===== config.mk =====
export PLATFORM = sky130hd
export DESIGN_NAME = panel_test_seq
export DESIGN_NICKNAME = d
export VERILOG_FILES = /design/src/rtl/panel_test_seq.sv
export SDC_FILE = /design/constraint.sdc
export NUM_CORES = 1
export LEC_CHECK = 0
export ABC_AREA = 1
export CAP_MARGIN = 30
export CORE_MARGIN = 8
export CORE_UTILIZATION = 45
export DETAILED_ROUTE_END_ITERATION = 6
export PLACE_DENSITY = 0.77
export SLEW_MARGIN = 10
export SYNTH_ARGS = -nofsm -noshare
export SYNTH_HDL_FRONTEND = slang
export SYNTH_SLANG_ARGS = --single-unit

===== constraint.sdc =====
create_clock -name clk -period 2.4 [get_ports clk]
set_input_delay 0.48 -clock clk [delete_from_list [all_inputs] [get_ports clk]]
set_output_delay 0.48 -clock clk [all_outputs]
set_load 0.05 [all_outputs]

===== src/rtl/panel_test_seq.sv =====
// Front-panel I/O test sequencer for board bring-up: selects one of NSRC
// display sources with next/prev buttons and drives the data LEDs either
// from an external source slice or from an internal walking-pattern generator.
module panel_test_seq #(
  parameter int DW        = 12,
  parameter int NSRC      = 6,
  parameter int WALK_IDX  = 3,
  parameter int RESET_SEL = 0,
  parameter int TICK_DIV  = 65536,
  parameter int DEB_CNT   = 65536,
  localparam int SW = $clog2(NSRC),
  localparam int TW = $clog2(TICK_DIV),
  localparam int HW = $clog2(DEB_CNT + 1)
) (
  input  logic               clk,
  input  logic               reset,
  input  logic               next_btn,
  input  logic               prev_btn,
  input  logic [1:0]         walk_mode,
  input  logic [NSRC*DW-1:0] src,
  output logic [DW-1:0]      ds,
  output logic [SW-1:0]      sel_idx,
  output logic [NSRC-1:0]    sel_onehot,
  output logic               tick,
  output logic [DW-1:0]      walk
);

  typedef enum logic {DIR_UP = 1'b0, DIR_DOWN = 1'b1} dir_t;

  logic          next_s1, next_s2, prev_s1, prev_s2;
  logic [HW-1:0] hold;
  logic [TW-1:0] tick_cnt;
  logic [SW-1:0] sel_nxt;
  logic          one_btn;
  logic          walk_en;
  logic [DW-1:0] walk_nxt;
  dir_t          dir, dir_nxt;

  // Two-flop synchronisers for the raw asynchronous buttons.
  always_ff @(posedge clk) begin
    if (reset) begin
      next_s1 <= 1'b0;
      next_s2 <= 1'b0;
      prev_s1 <= 1'b0;
      prev_s2 <= 1'b0;
    end else begin
      next_s1 <= next_btn;
      next_s2 <= next_s1;
      prev_s1 <= prev_btn;
      prev_s2 <= prev_s1;
    end
  end

  // Candidate selection for a single pressed button, wrapping at both ends.
  always_comb begin
    sel_nxt = sel_idx;
    one_btn = next_s2 ^ prev_s2;
    if (next_s2 && !prev_s2)
      sel_nxt = (sel_idx == SW'(NSRC - 1)) ? '0 : sel_idx + SW'(1);
    else if (prev_s2 && !next_s2)
      sel_nxt = (sel_idx == '0) ? SW'(NSRC - 1) : sel_idx - SW'(1);
  end

  // Selection register with hold-off counter; a held button auto-repeats.
  always_ff @(posedge clk) begin
    if (reset) begin
      sel_idx <= SW'(RESET_SEL);
      hold    <= '0;
    end else if (hold != '0) begin
      hold <= hold - HW'(1);
    end else if (one_btn) begin
      sel_idx <= sel_nxt;
      hold    <= HW'(DEB_CNT);
    end
  end

  assign sel_onehot = NSRC'(1) << sel_idx;

  // Free-running tick divider producing a one-cycle pulse every TICK_DIV cycles.
  always_ff @(posedge clk) begin
    if (reset) begin
      tick_cnt <= TW'(TICK_DIV - 1);
      tick     <= 1'b0;
    end else if (tick_cnt == '0) begin
      tick_cnt <= TW'(TICK_DIV - 1);
      tick     <= 1'b1;
    end else begin
      tick_cnt <= tick_cnt - TW'(1);
      tick     <= 1'b0;
    end
  end

  assign walk_en = tick && (sel_idx == SW'(WALK_IDX));

  // Next walk pattern for the currently requested mode.
  always_comb begin
    walk_nxt = walk;
    dir_nxt  = dir;
    unique case (walk_mode)
      2'b00: walk_nxt = (walk == '0) ? DW'(1) : walk << 1;
      2'b01: walk_nxt = (walk == '0) ? {1'b1, {(DW-1){1'b0}}} : walk >> 1;
      2'b10: begin
        if (walk == '0) begin
          walk_nxt = DW'(1);
          dir_nxt  = DIR_UP;
        end else if (dir == DIR_UP) begin
          if (walk[DW-1]) begin
            dir_nxt  = DIR_DOWN;
            walk_nxt = walk >> 1;
          end else begin
            walk_nxt = walk << 1;
          end
        end else begin
          if (walk[0]) begin
            dir_nxt  = DIR_UP;
            walk_nxt = walk << 1;
          end else begin
            walk_nxt = walk >> 1;
          end
        end
      end
      default: walk_nxt = walk + DW'(1);
    endcase
  end

  // Walk register advances only on a tick while the walk source is shown.
  always_ff @(posedge clk) begin
    if (reset) begin
      walk <= '0;
      dir  <= DIR_UP;
    end else if (walk_en) begin
      walk <= walk_nxt;
      dir  <= dir_nxt;
    end
  end

  // Registered display mux: walk pattern or the selected external slice.
  always_ff @(posedge clk) begin
    if (reset)
      ds <= '0;
    else if (sel_idx == SW'(WALK_IDX))
      ds <= walk;
    else
      ds <= src[int'(sel_idx)*DW +: DW];
  end

endmodule


==> results_dict.tcl, run 1 <==
# yosys + openroad results
set metrics [dict create \
    finalHoldViolations 0 \
    worstPathRequired_ps 1920 \
    fp_nets 712 \
    ctsResizeCount 0 \
    period_needed_ps 2290 \
    power.internal_w 0.00265 \
    syn-instance-count 623 \
    cp_slowest_stage_delay_ps 920 \
    grt_pass1_vias 4439 \
    startpoint_type "register" \
    critPathCaptureType "output pin" \
    synth_warnings 0 \
    largest_cell_class "combinational gates" \
    swShare 0.383 \
    clkbuf_count 9 \
    wl_per_cell_um 16.0 \
    cts-root-buf "clkbuf_8" \
    sh_seq_area 0.234 \
    overflow 0 \
    tns_ps 0 \
    cts_made_buffers 9 \
    comb-cell-share 0.434 \
    areaGrowthSynthToFinish_pct 36.6 \
    comb_area_um2 2450 \
    edf_count 0 \
    cts_max_level 3 \
    ys_cells 623 \
    synthXorXnorAreaFrac 0.0444 \
    max-slew-margin-rel 0.620 \
    power_frac_comb 0.407 \
    core_area_um2 9110 \
    drc 0 \
    flop_cell "dfxtp_1" \
    ys_sh_mux 0 \
    synth_chip_area_um2 4140 \
    yosys.area_share.aoi 0.179 \
    num-nonclk-inverters 59 \
    synthArstFlopShare 0 \
    layoutNonFillerInstCount 848 \
    synthDistinctLibCells 41 \
    clock.fmax_mhz 437 \
    routed_wirelength_um 13500 \
    grt_max_degree 19 \
    final-setup-viol-count 0 \
    skew_ps 7.85 \
    buffers_excl_clock 128 \
    place.gp.congestion 0.930 \
    drive_above_1_share 0.0991 \
    cts_tree "built" \
    drtPass1Iterations 5 \
    place_inst 833 \
    nNetsFinal 822 \
    clk_latency_ps 350 \
    drt_iter0_drc 320 \
    dpl_cell_area_um2 5420 \
    nMultiInputCombCells 469 \
    synthSimpleGateAreaFrac 0.335 \
    final_area_um2 5660 \
    maxCapViolCount 0 \
    p_clk_frac 0.268 \
    rsz0062_at_grt "false" \
    top_cells_by_area "dfxtp_1 (32%), nand2_1 (13%), nor2_1 (6.8%)" \
    logic_family "simple AND/OR/NAND/NOR gates" \
    place_ws_ps 261 \
    setup_slack_ps 111 \
    via_per_inst 5.42 \
    hpwl_um 10400 \
    register_area_um2 1320 \
    ys_seq_frac 0.319 \
    clock_cell_area_share 0.0422 \
    grt_pass1_wl_um 22000 \
    period_used_share 0.954 \
    netlist_area_um2 4140 \
    peakVddDrop_mv 0.455 \
    common_cells "nand2_1 (138), nor2_1 (75), dfxtp_1 (66), nand3_1 (55), inv_1 (50)" \
    outcome "finished, final reports clean" \
    rows 35 \
    warnings 31 \
    finish.utilization 0.621 \
    path_clk_slew_ps 70 \
    cpLargestDelayFamily "buffers and inverters" \
    cts.hold.buffers_added 0 \
    leakage_nw 2.30 \
    die-width_um 112 \
    fa_ha_area_frac 0.0332 \
    tightestPinTransition_ps 568 \
    cp_cell_sequence "clkdlybuf4s50_1" \
    antenna_found_initial 0 \
    top_area_frac 0.319 \
    flop-count 66 \
]
[run 1: per-layer routing]
layer	global-route usage	wire (um)
met1	0.257	5890
met2	0.359	6170
met3	0.0514	1140
met4	0.0917	344
met5	0	0
[run 1: power by group through the flow]
stage | Combinational (W) | Clock, W | Sequential, W
2_1_floorplan | 0.00116 | 0 | 0.00151
3_3_place_gp | 0.00169 | 0 | 0.00142
3_5_place_dp | 0.00173 | 0 | 0.00142
4_1_cts | 0.00175 | 0.00116 | 0.00140
5_1_grt | 0.00194 | 0.00121 | 0.00142
6_report | 0.00174 | 0.00115 | 0.00140
[run 1: through the flow]
step	total power (W)	hold WS, ps
2_1_floorplan	0.00267	365
3_3_place_gp	0.00311	373
3_5_place_dp	0.00315	377
4_1_cts	0.00430	396
5_1_grt	0.00457	406
6_report	0.00429	393
[run 1: flip-flops by register name, indices dropped and copies added (netlist names)]
signal / cells
next_s2: 1
prev_s2: 1
hold: 17
dir: 1
ds: 12
tick_cnt: 16
walk: 12
tick: 1
sel_idx: 3
next_s1: 1
prev_s1: 1
[run 1: cells in the final DEF, fill, tap and decap left out, types with 13 or more instances in the layout]
cell,n
clkdlybuf4s50_1,104
o21ai_0,38
a21oi_1,39
nand3_1,55
nand2_1,138
xnor2_1,14
buf_4,19
a22oi_1,13
nor3_1,15
inv_1,50
dfxtp_1,65
nor2_1,75
[run 1: final timing paths]
check | startpoint | slack (ps) | cells past startpoint | end
max | walk[2]$_SDFFE_PP0P_ | 110 | 1 | walk[2]
min | tick_cnt[0]$_SDFF_PP1_ | 390 | 1 | tick_cnt[0]$_SDFF_PP1_
max reg2reg | sel_idx[1]$_SDFFE_PP0P_ | 470 | 8 | walk[10]$_SDFFE_PP0P_
min reg2reg | tick_cnt[0]$_SDFF_PP1_ | 390 | 1 | tick_cnt[0]$_SDFF_PP1_
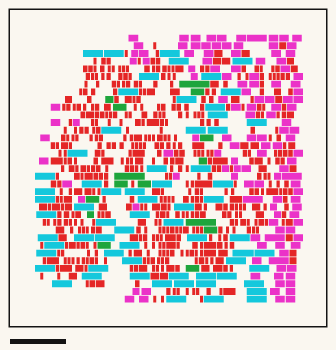
Run 1: cells coloured by class
Scale bar: 20 um.
class	colour	cells
sequential cells	cyan	66
clock drivers and dummy loads	green	15
remaining logic cells	red	528
remaining buffers and delay cells	magenta	128

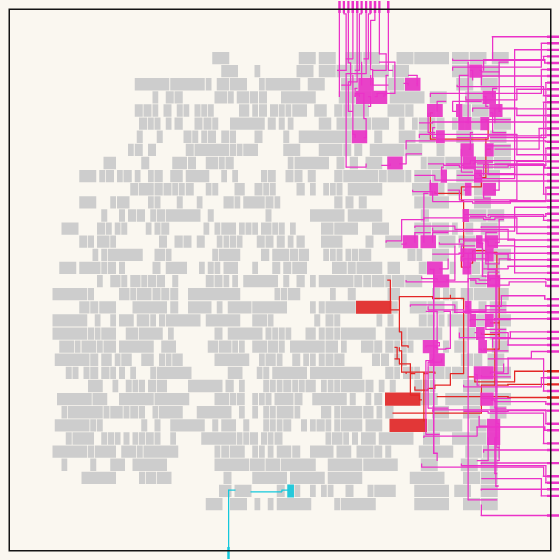
Run 1: wires at chosen ports, followed through buffers
port	colour	direction	edge	end cells	wire
sel_idx	red	output	right	3	299 um
src	magenta	input	61 right, 11 top	48	2160 um
next_btn	cyan	input	bottom	1	21.8 um
I/O Buffers: 111
IO Pins: 112

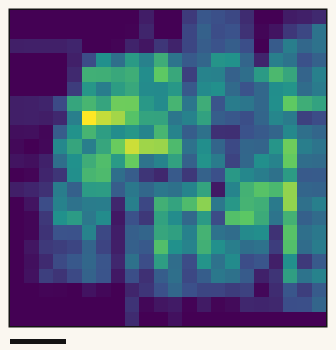
Run 1: wire density map
Scale bar: 20 um. The die is cut into 22 by 22 equal tiles; dark purple is low, yellow is high, scaled to the fullest tile. Values are wire area over tile area, all layers added.
mean over tiles	0.18
nearly empty tiles	19%
emptiest ninth of the die	lower left
tiles over half the peak	20%
fullest tile	0.61
vias after detailed routing: 4600
Total Routing Usage GR: 0.214

--- run 2 (diff from run 1) ---
- PLACE_DENSITY: 0.77 -> 0.75
==> run 2 against run 1 <==
Compared with the run above:
- combinational power about the same
- critical path depth unchanged
- synthesized cell count unchanged
- worst setup slack lost 24 ps
- sequential cell count unchanged
- design area is 0.24% lower
- register-to-register slack worse by 110 ps
- total power down 1.0%
- worst hold slack gained 3.8 ps
- routed wire length down 0.81%
- critical path type unchanged
- critical endpoint unchanged
- largest cell class unchanged
==> results_dict.tcl, run 2 <==
# yosys + openroad results
set metrics [dict create \
    areaGrowthSynthToFinish_pct 36.3 \
    synthDistinctLibCells 41 \
    overflow 0 \
    hpwl_um 10300 \
    cts.hold.buffers_added 0 \
    finalHoldViolations 0 \
    grt_pass1_wl_um 22000 \
    final_area_um2 5650 \
    outcome "finished, final reports clean" \
    drt_iter0_drc 523 \
    cp_slowest_stage_delay_ps 940 \
    ctsResizeCount 0 \
    whs_endpoint "tick_cnt[0]$_SDFF_PP1_" \
    cts-root-buf "clkbuf_8" \
    min_from "tick_cnt[0]$_SDFF_PP1_" \
    top_cells_by_area "dfxtp_1 (32%), nand2_1 (13%), nor2_1 (6.8%)" \
    holdWs_ps 396 \
    r2r_end "walk[10]$_SDFFE_PP0P_" \
    leakage_nw 2.29 \
    cts_max_level 3 \
    critPathCaptureType "output pin" \
    rsz0062_at_grt "false" \
    lay_top_count "nand2_1" \
    nNetsFinal 820 \
    layout_top_cells "nand2_1 (138), clkdlybuf4s50_1 (105), nor2_1 (75)" \
    drc 0 \
    r2r-start "sel_idx[1]$_SDFFE_PP0P_" \
    clk_latency_ps 350 \
    synth_chip_area_um2 4140 \
    warnings 31 \
    flop_cell "dfxtp_1" \
    netlist_area_um2 4140 \
    ios 112 \
    largest_reg_flops 17 \
    ys_cells 623 \
    reg2regPathDepth 8 \
    rows 35 \
    dpl_cell_area_um2 5410 \
    cp_cell_sequence "clkdlybuf4s50_1" \
    worstPathRequired_ps 1920 \
    top_area_frac 0.319 \
    ys_seq_frac 0.319 \
    path_clk_slew_ps 80 \
    grt_max_degree 21 \
    period_used_share 0.963 \
    max-slew-margin-rel 0.607 \
    cts_tree "built" \
    die-width_um 112 \
    vias 4599 \
    startpoint_type "register" \
    common_cells "nand2_1 (138), nor2_1 (75), dfxtp_1 (66), nand3_1 (55), inv_1 (50)" \
    cpLargestDelayFamily "buffers and inverters" \
    gr-usage-all-layers 0.212 \
    place.gp.congestion 0.950 \
]
run 2: how the worst max path moves through the flow:
stage,start,endpoint,slack [ps],cells past startpoint
6_report,walk[2]$_SDFFE_PP0P_,walk[2],90,1
3_3_place_gp,walk_mode[0],walk[4]$_SDFFE_PP0P_,330,7
5_1_grt,walk[2]$_SDFFE_PP0P_,walk[2],20,1
4_1_cts,sel_idx[1]$_SDFFE_PP0P_,sel_onehot[0],30,3
2_1_floorplan,sel_idx[0]$_SDFFE_PP0P_,walk[3]$_SDFFE_PP0P_,100,10
3_5_place_dp,walk_mode[0],walk[4]$_SDFFE_PP0P_,310,7
run 2: logic make-up (layout without fill, tap and decap cells):
group / Yosys count / in the layout / synth area share
AND-OR/OR-AND: 121 / 121 / 0.179
XOR/XNOR: 21 / 21 / 0.0444
adder cells (fa/ha/maj): 11 / 11 / 0.0332
buffers and inverters: 88 / 201 / 0.0894
flip-flops: 66 / 66 / 0.319
AND/OR/NAND/NOR: 316 / 316 / 0.335
run 2: cell type report:
type	count	area (um2)
Clock inverter	6	95.1
Tap cell	111	139
Timing Repair Buffer	126	1270
Fill cell	870	3460
Multi-Input combinational cell	469	2460
Clock buffer	10	138
Sequential cell	66	1320
Inverter	59	221
run 2: report_power, final:
part	switching (W)	internal, W	total (W)	leakage [nW]
Combinational	0.00105	0.000692	0.00174	1.63
Sequential	0.000133	0.00126	0.00140	0.540
Clock	0.000482	0.000626	0.00111	0.118
run 2: per-stage QoR:
stage | util | instances
after global placement | 0.594 | 831
after global routing | 0.620 | 847
after detailed placement | 0.594 | 831
after CTS | 0.619 | 847
final | 0.620 | 847
after floorplan | - | 623
run 2: layer usage:
layer	track usage	up-vias	wire, um
met5	0	-	0
met3	0.0471	24	868
li1	-	2284	-
met4	0.0629	0	243
met2	0.353	199	6150
met1	0.268	2092	6170
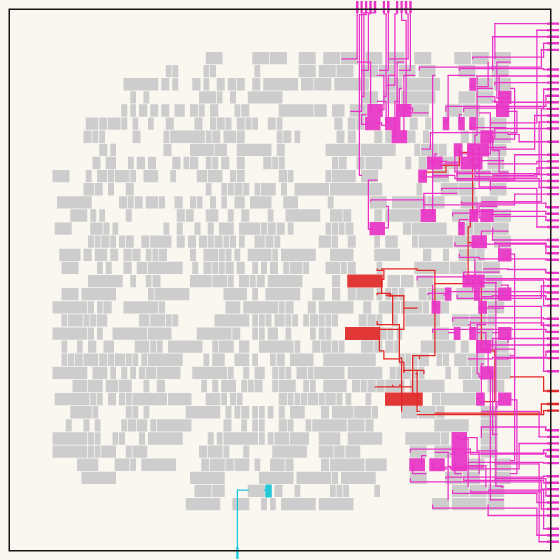
Run 2: wires at chosen ports, followed through buffers
port	colour	direction	edge	end cells	wire
src	magenta	input	61 right, 11 top	48	2180 um
next_btn	cyan	input	bottom	1	15.0 um
sel_idx	red	output	right	3	294 um

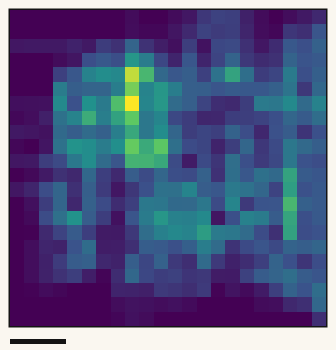
Run 2: wire density map
Scale bar: 20 um. The die is cut into 22 by 22 equal tiles; dark purple is low, yellow is high, scaled to the fullest tile. Values are wire area over tile area, all layers added.
nearly empty tiles	16%
densest ninth of the die	centre
mean over tiles	0.17
fullest tile	0.80

--- run 3 (diff from run 2) ---
- CORE_MARGIN: 8 -> not set
- DONT_BUFFER_PORTS: not set -> 1
- PLACE_DENSITY: 0.75 -> not set
==> run 3 against run 2 <==
Compared with the run above:
- the run now ends with DRC left
- core utilization shrank 10 points
- sequential share of layout area grew 5.7 points
- worst setup slack gained 180 ps
- critical path type unchanged
- sequential cell count is the same
- critical endpoint is now sel_onehot[5]
==> results_dict.tcl, run 3 <==
# yosys + openroad results
set metrics [dict create \
    nNetsFinal 722 \
    leakage_nw 1.88 \
    common_cells "nand2_1 (138), nor2_1 (75), dfxtp_1 (66), nand3_1 (55), inv_1 (50)" \
    cts_sinks 66 \
    ctsResizeCount 0 \
    synthDistinctLibCells 41 \
    fillCellCount 889 \
    grt_pass1_wl_um 19100 \
    outcome "finished with violations" \
    areaGrowthSynthToFinish_pct 9.45 \
    critPathCaptureType "output pin" \
    path_clk_slew_ps 80 \
    drt-met1-wl_um 4960 \
    clock.fmax_mhz 470 \
    period_used_share 0.887 \
    top_layer_used "met4" \
    cts.hold.buffers_added 0 \
    via_per_inst 5.56 \
    place_inst 730 \
    cts_max_level 3 \
    rsz0062_at_grt "false" \
    worstPathRequired_ps 1920 \
    top_area_frac 0.319 \
    top_cells_by_area "dfxtp_1 (32%), nand2_1 (13%), nor2_1 (6.8%)" \
    synthMostInstantiatedCell "nand2_1" \
    drc 17 \
    grt_max_degree 26 \
    cts_tree "built" \
    largest_reg_flops 17 \
    rows 34 \
    die-width_um 98.0 \
    cpLargestDelayFamily "buffers and inverters" \
    cts_setup_buffers 0 \
    cp_cell_sequence "buf_4 > inv_2 > nor2_2 > nand2_1 > inv_2" \
    synth_warnings 0 \
    ys_cells 623 \
    drt_iter0_drc 313 \
    cp_slowest_stage_delay_ps 340 \
    vias 4151 \
    lay_top_count "nand2_1" \
    wl_per_cell_um 15.4 \
    ys_seq_frac 0.319 \
    met3_length_um 992 \
    warnings 31 \
    hpwl_um 8740 \
    met2WireLength_um 5160 \
    antenna_found_initial 0 \
    overflow 0 \
    layoutNonFillerInstCount 746 \
    final_area_um2 4540 \
    startpoint_type "register" \
    dieArea_um2 9600 \
    flop_cell "dfxtp_1" \
    dpl_cell_area_um2 4360 \
    gr-usage-all-layers 0.248 \
    finish.utilization 0.515 \
    synth_chip_area_um2 4140 \
    finalHoldViolations 0 \
    cts-root-buf "clkbuf_8" \
    layout_top_cells "nand2_1 (138), nor2_1 (75), dfxtp_1 (65)" \
    ios 112 \
    clk_latency_ps 350 \
    violations "DRC" \
    netlist_area_um2 4140 \
    maxCapViolCount 0 \
    max-slew-margin-rel 0.596 \
    place.gp.congestion 0.900 \
]
[run 3: cell counts after synthesis]
Identical to the previous run, type by type.
[run 3: cell type report]
class / instances / area (um2) / share of cell area
repair buffers: 28 / 223 / 0.0491
clock inverters: 6 / 41.3 / 0.00910
clock buffers: 10 / 138 / 0.0303
inverters: 59 / 221 / 0.0488
well taps: 108 / 135 / 0.0298
multi-input cells: 469 / 2450 / 0.541
flip-flops and latches: 66 / 1320 / 0.292
[run 3: path summary, 6_finish.rpt]
| path | to | from | slack, ps | depth (start not counted) |
|---|---|---|---|---|
| max reg2reg | walk[4]$_SDFFE_PP0P_ | sel_idx[1]$_SDFFE_PP0P_ | 560 | 8 |
| min reg2reg | tick_cnt[0]$_SDFF_PP1_ | tick_cnt[0]$_SDFF_PP1_ | 400 | 1 |
| max | sel_onehot[5] | sel_idx[0]$_SDFFE_PP0P_ | 270 | 5 |
| min | walk[8]$_SDFFE_PP0P_ | reset | 180 | 1 |
[run 3: power breakdown]
part / internal (W) / switching (W)
Combinational: 0.000524 / 0.000896
Clock: 0.000402 / 0.000463
Sequential: 0.00127 / 0.000243
[run 3: per-stage QoR]
stage	power, W	setup WS, ps	hold slack [ps]
after floorplan	0.00267	102	365
after global placement	0.00292	642	376
after detailed placement	0.00294	603	379
after CTS	0.00382	269	171
after global routing	0.00408	132	166
final	0.00379	270	184
[run 3: cells by family after synthesis]
family	count (synthesis)	share of synthesized area
and+or+nand+nor	316	0.335
AOI/OAI and AO/OA	121	0.179
buffers and inverters	88	0.0894
DFF	66	0.319
xor gates and xnor gates	21	0.0444
adders and majority gates	11	0.0332
[run 3: metal layers]
layer | vias up | GRT usage
li1 | 2099 | -
met5 | - | 0
met4 | 0 | 0.117
met1 | 1871 | 0.316
met2 | 157 | 0.397
met3 | 24 | 0.0580
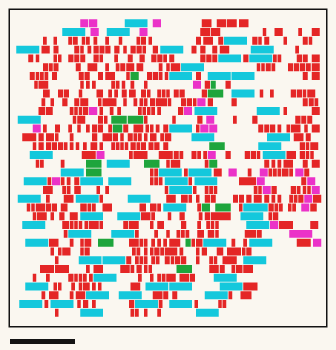
Run 3: cells coloured by class
Scale bar: 20 um.
class	colour	cells
remaining logic cells	red	528
remaining buffers and delay cells	magenta	28
sequential cells	cyan	66
clock drivers and dummy loads	green	16

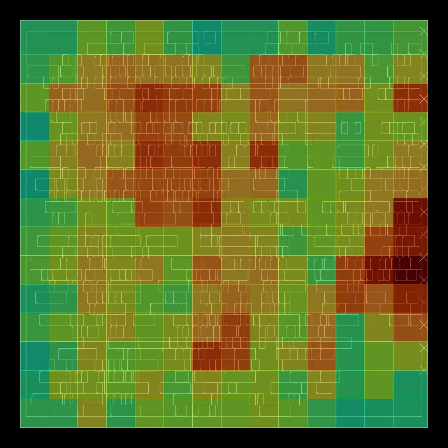
Run 3: routing congestion
met2 Resource Use GR: 0.397
busiest metal layer after global routing: met2
met1 usage: 0.316

Power figures rest on the tool's default switching activity, not on a simulated workload.
